**src/rtl/sram_1r1w_wrapper.sv**
```systemverilog
// sram_1r1w_wrapper: parametrised 1-read/1-write SRAM model with lane-masked writes,
// read-during-write bypass, optional output register and post-reset zero-init sweep.
module sram_1r1w_wrapper #(
    parameter int DATA_WIDTH    = 128,
    parameter int DEPTH         = 16,
    parameter int ADDR_WIDTH    = 4,
    parameter int MASK_UNIT     = 8,
    parameter bit BYPASS        = 1'b1,
    parameter bit HOLD_READ     = 1'b1,
    parameter bit OUT_REG       = 1'b0,
    parameter bit INIT_ON_RESET = 1'b1,
    localparam int MASK_WIDTH   = DATA_WIDTH / MASK_UNIT
) (
    input  logic                  clock,
    input  logic                  reset,
    output logic                  ready,
    input  logic                  w_en,
    input  logic [ADDR_WIDTH-1:0] w_addr,
    input  logic [DATA_WIDTH-1:0] w_data,
    input  logic [MASK_WIDTH-1:0] w_mask,
    input  logic                  r_en,
    input  logic [ADDR_WIDTH-1:0] r_addr,
    output logic [DATA_WIDTH-1:0] r_data,
    output logic                  r_valid
);
    typedef enum logic {INIT, READY} state_t;

    localparam logic [ADDR_WIDTH-1:0] LAST    = ADDR_WIDTH'(DEPTH - 1);
    localparam logic [ADDR_WIDTH:0]   DEPTH_A = (ADDR_WIDTH + 1)'(DEPTH);

    // Sized to the full address space so any address indexes legally; entries >= DEPTH are never touched.
    logic [DATA_WIDTH-1:0] mem_q [2**ADDR_WIDTH];

    state_t                state_q;
    logic [ADDR_WIDTH-1:0] cnt_q;
    logic                  ready_q;
    logic [DATA_WIDTH-1:0] bit_mask, old_word, rd_word_d, src_data, r_data_d, p_data_q, r_data_q;
    logic                  wr_ok, rd_ok, src_valid, p_valid_q, r_valid_q;

    always_ff @(posedge clock) begin
        if (reset) begin
            state_q <= INIT_ON_RESET ? INIT : READY;
            cnt_q   <= '0;
            ready_q <= !INIT_ON_RESET;
        end else if (state_q == INIT) begin
            cnt_q <= cnt_q + ADDR_WIDTH'(1);
            if (cnt_q == LAST) begin
                state_q <= READY;
                ready_q <= 1'b1;
            end
        end
    end

    assign ready = ready_q && !reset;
    assign wr_ok = w_en && ready && ({1'b0, w_addr} < DEPTH_A);
    assign rd_ok = r_en && ready;

    always_comb begin
        bit_mask = '0;
        for (int i = 0; i < MASK_WIDTH; i++)
            bit_mask[i*MASK_UNIT +: MASK_UNIT] = {MASK_UNIT{w_mask[i]}};
    end

    always_ff @(posedge clock) begin
        if (state_q == INIT && !reset)
            mem_q[cnt_q] <= '0;
        else if (wr_ok)
            mem_q[w_addr] <= (mem_q[w_addr] & ~bit_mask) | (w_data & bit_mask);
    end

    assign old_word  = ({1'b0, r_addr} < DEPTH_A) ? mem_q[r_addr] : '0;
    assign rd_word_d = (BYPASS && wr_ok && w_addr == r_addr) ?
                       (old_word & ~bit_mask) | (w_data & bit_mask) : old_word;

    // With OUT_REG the p_* stage adds the extra cycle; otherwise it is bypassed.
    assign src_valid = OUT_REG ? p_valid_q : rd_ok;
    assign src_data  = OUT_REG ? p_data_q : rd_word_d;
    assign r_data_d  = src_valid ? src_data : HOLD_READ ? r_data_q : '0;

    always_ff @(posedge clock) begin
        if (reset) begin
            p_valid_q <= 1'b0;
            p_data_q  <= '0;
            r_valid_q <= 1'b0;
            r_data_q  <= '0;
        end else begin
            p_valid_q <= rd_ok;
            if (rd_ok) p_data_q <= rd_word_d;
            r_valid_q <= src_valid;
            r_data_q  <= r_data_d;
        end
    end

    assign r_data  = r_data_q;
    assign r_valid = r_valid_q;
endmodule

```
**config.mk**
```make
export PLATFORM = sky130hd
export DESIGN_NAME = sram_1r1w_wrapper
export DESIGN_NICKNAME = d
export VERILOG_FILES = /design/src/rtl/sram_1r1w_wrapper.sv
export SDC_FILE = /design/constraint.sdc
export NUM_CORES = 2
export LEC_CHECK = 0
export CELL_PAD_IN_SITES_DETAIL_PLACEMENT = 0
export CELL_PAD_IN_SITES_GLOBAL_PLACEMENT = 1
export CORE_ASPECT_RATIO = 2
export CORE_MARGIN = 1.5
export CORE_UTILIZATION = 36
export CTS_CLUSTER_SIZE = 16
export DETAILED_ROUTE_END_ITERATION = 8
export PLACE_DENSITY_LB_ADDON = 0.1
export SYNTH_ARGS = -nofsm -noshare
export SYNTH_HDL_FRONTEND = slang
export SYNTH_SLANG_ARGS = --single-unit
```
**constraint.sdc**
```tcl
create_clock -name clock -period 11.27 [get_ports clock]
set_input_delay 2.254 -clock clock [delete_from_list [all_inputs] [get_ports clock]]
set_output_delay 2.254 -clock clock [all_outputs]
set_load 0.005 [all_outputs]
```
==> impl_summary.log <==
[flow] collecting metrics
[metrics] result of the run: finished, final reports clean
[metrics] leakage dissipation: 40.13 nW
[metrics] worst hold endpoint: r_data[92]
[metrics] internal reg-to-reg setup slack: 6.73 ns
[metrics] Clock buf/inv share: 6.268%
[metrics] worst-case clock buffer depth: 4
[metrics] number of distinct library cells after synthesis: 61
[metrics] yosys warns: 0
[metrics] proportion of layout cells with a drive suffix above 1: 23.51%
[metrics] kind of launch point of the worst setup path: primary input
[metrics] critical path capture point: mem_q[6][22]
[metrics] Clock Pin Slew Worst Setup and Hold Paths: 0.07 ns
[metrics] #MultiIn Comb: 3,185
[metrics] number of cells on the worst reg-to-reg path: 6
[metrics] combinational gate power: 0.00128 W
[metrics] overall global routing resource usage: 26.33%
[metrics] Avg Inst Size Synth: 17.27 um^2
[metrics] maximum clock skew at final layout: 0.04633 ns
[metrics] Met1 Wirelength: 146.6 mm
[metrics] final total power: 0.01773 W
[metrics] OpenROAD warning count: 33
[metrics] bufs w/o clock: 487
[metrics] data arrival time at the worst-slack endpoint: 6.70 ns
[metrics] Sequential cell area: 0.06420 mm^2
[metrics] Die X: 377.4 um
[metrics] number of hold violations in the final report: 0
[metrics] FP Core Util: 36.21%
[metrics] library cell occupying the most area in the post-synthesis netlist: edfxtp_1
[metrics] number of antenna-violating nets in the routed design: 0
[metrics] total detailed-routing wirelength: 374.9 mm
[metrics] worst hold margin: 0.4671 ns
[metrics] MUX area fraction: 23.00%
[metrics] count of unresolved DRC violations after routing: 0
[metrics] sum of negative setup slack: 0 ns
[metrics] maxcap violations: 0
[metrics] largest net degree at the start of global routing: 127
[metrics] net count after synthesis: 6,002
[metrics] met2 track utilization from global routing: 47.36%
[metrics] Iteration-0 DRC Markers: 5,724
[metrics] residual overflow from global routing: 0
[metrics] CP delay by family, top: buffers and inverters
[metrics] count of buffer and inverter cells on the critical path: 4
[metrics] wire length per cell: 37.57 um
[metrics] Resize count post-CTS: 0
[metrics] top power consumer group: sequential cells
[metrics] Flop Count: 2,183
[metrics] most common cell after layout, fill and taps aside: edfxtp_1
[metrics] Critical Path End Type: flop
[metrics] final setup violating endpoints: 0
[metrics] chip footprint: 0.2838 mm^2
[metrics] number of well-tap cells placed: 3,726
[metrics] Final period util: 54.99%
[metrics] proportion of power drawn by combinational gates: 7.2%
[metrics] slowest CP cell: buf_4
[metrics] CLK BUF: 276
[metrics] IR Drop Worst-Case VDD: 0.1302 mV
[metrics] clock tree root buffer cell: clkbuf_16
[metrics] number of antenna violations at the first check in global routing: 15
[metrics] deepest level of the CTS H-tree: 4
[metrics] post-cts hold-fix buffer tally: 0
[metrics] HPWL Detailed: 212.9 mm
[metrics] Post-Syn Instances: 5,845
[metrics] hold-critical path depth: 2
[metrics] cell with the most instances after synthesis: edfxtp_1
[metrics] multi-input logic portion of the cell area: 29.90%
[metrics] number of detailed-routing iterations run before antenna repair: 5
[metrics] minimum clock period after layout: 6.198 ns
[metrics] Top cells by area: edfxtp_1, mux4_2, mux2i_1, dfxtp_1, nand2_1
[metrics] core footprint: 0.2787 mm^2
[metrics] top-level port count: 286
[metrics] vias per cell: 6.120
[metrics] # clock sinks: 2,183
[metrics] number of signal-net inverters in the final layout: 7
[metrics] FF-to-FF Start: state_q
[metrics] Post-synth top cells: edfxtp_1, mux4_2, nand2_1, mux2i_1, clkbuf_1
[metrics] layer carrying the most global-route usage: met2
[metrics] worst hold-check path type: flop to flop
[metrics] placed cell count: 9,587
[metrics] Vert. Die Dim: 751.8 um
[metrics] Worst Setup Slack post-DPL: 4.080 ns
[metrics] switching share of total power: 23.19%
[metrics] met1 track utilization from global routing: 32.91%
[metrics] part of the Yosys area used for sequential elements: 63.61%
[metrics] top cell type's share of synthesized area: 60.93%
[metrics] terminus of the critical flop-to-flop path: mem_q[1][22]
[metrics] total placed instance area: 0.1081 mm^2
[metrics] prevailing post-synth register cell: edfxtp_1
[metrics] Clock power frac: 42.7%
[metrics] simple-gate share of the synthesized area: 3.580%
[metrics] setup bufs post-CTS: 0
[metrics] switching power total: 0.004111 W
[metrics] Final #Nets: 6,235
[metrics] number of global-route vias before repair: 66,380
[metrics] Max Transition Viols Final: 0
[metrics] cell-by-cell trace of the critical path: buf_8 > buf_4 > nor2b_4 > a21oi_1 > nor2_4 > buf_4 > buf_4
[metrics] power density over the cells: 153.7 mW/mm^2
[metrics] Worst Path Required: 11.77 ns
[metrics] # Cells Yosys: 5,845
[metrics] number of synthesized register bits: 2,183
[metrics] most common logic cells in the final layout: edfxtp_1, mux4_2, nand2_1
[metrics] Int Pwr: 0.01362 W
[metrics] Hold Startpoint: r_data[92]
[metrics] post-synth area from yosys stat: 0.1009 mm^2
[metrics] Seq. pwr: 0.00888 W
[metrics] actual transition at the worst max-transition pin: 1.374 ns
[metrics] max reg flops: 2,048
[metrics] worst-path fanout max: 74
[metrics] Filler Cells Inserted: 24,940
[metrics] crit-path max cell delay: 0.99 ns
[metrics] Async SR Flop Fraction: 0%
[metrics] met3 layer wire length in the routed design: 19.66 mm
[metrics] count of library flops with an enable pin: 2,048
[metrics] main kind of combinational logic by area: multiplexers
[metrics] Late-Pin Clk Latency: 0.92 ns
[metrics] weighted congestion reported at the end of routability-driven placement: 0.7820
[metrics] synthesis-to-finish area growth: 14.29%
[metrics] Port Buffers: 285
[metrics] fa+ha+maj area frac: 0.01240%
### Wiring heat map

The bar under the picture is 100 um long. 19 x 38 tiles, from black (low) to pale yellow (high), scaled to the fullest tile. Values are wire area over tile area, all layers added.
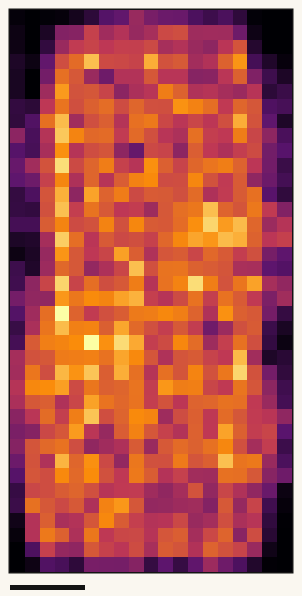
- nearly empty tiles: 3.5%
- fullest tile: 0.42
- tiles over half the peak: 58%

### Placement by cell class

Fill, decap, tap and diode cells in gray.
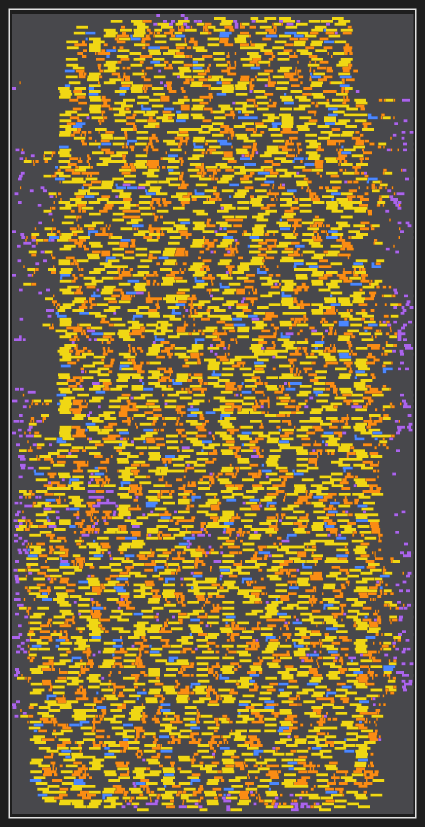
- other buffers and delay cells: purple (cells 487; share of their area 4.3%)
- clock drivers and dummy loads: blue (cells 390; share of their area 6.5%)
- all other logic: orange (cells 3,192; share of their area 31%)
- flip-flops: yellow (cells 2,183; share of their area 58%)
Layout Utilization: 41.39%
Placement Rows: 274
Post-Layout Inst Area: 0.1154 mm^2
proportion of cell area occupied by registers: 55.65%

Power is estimated from default activity; no workload was simulated.
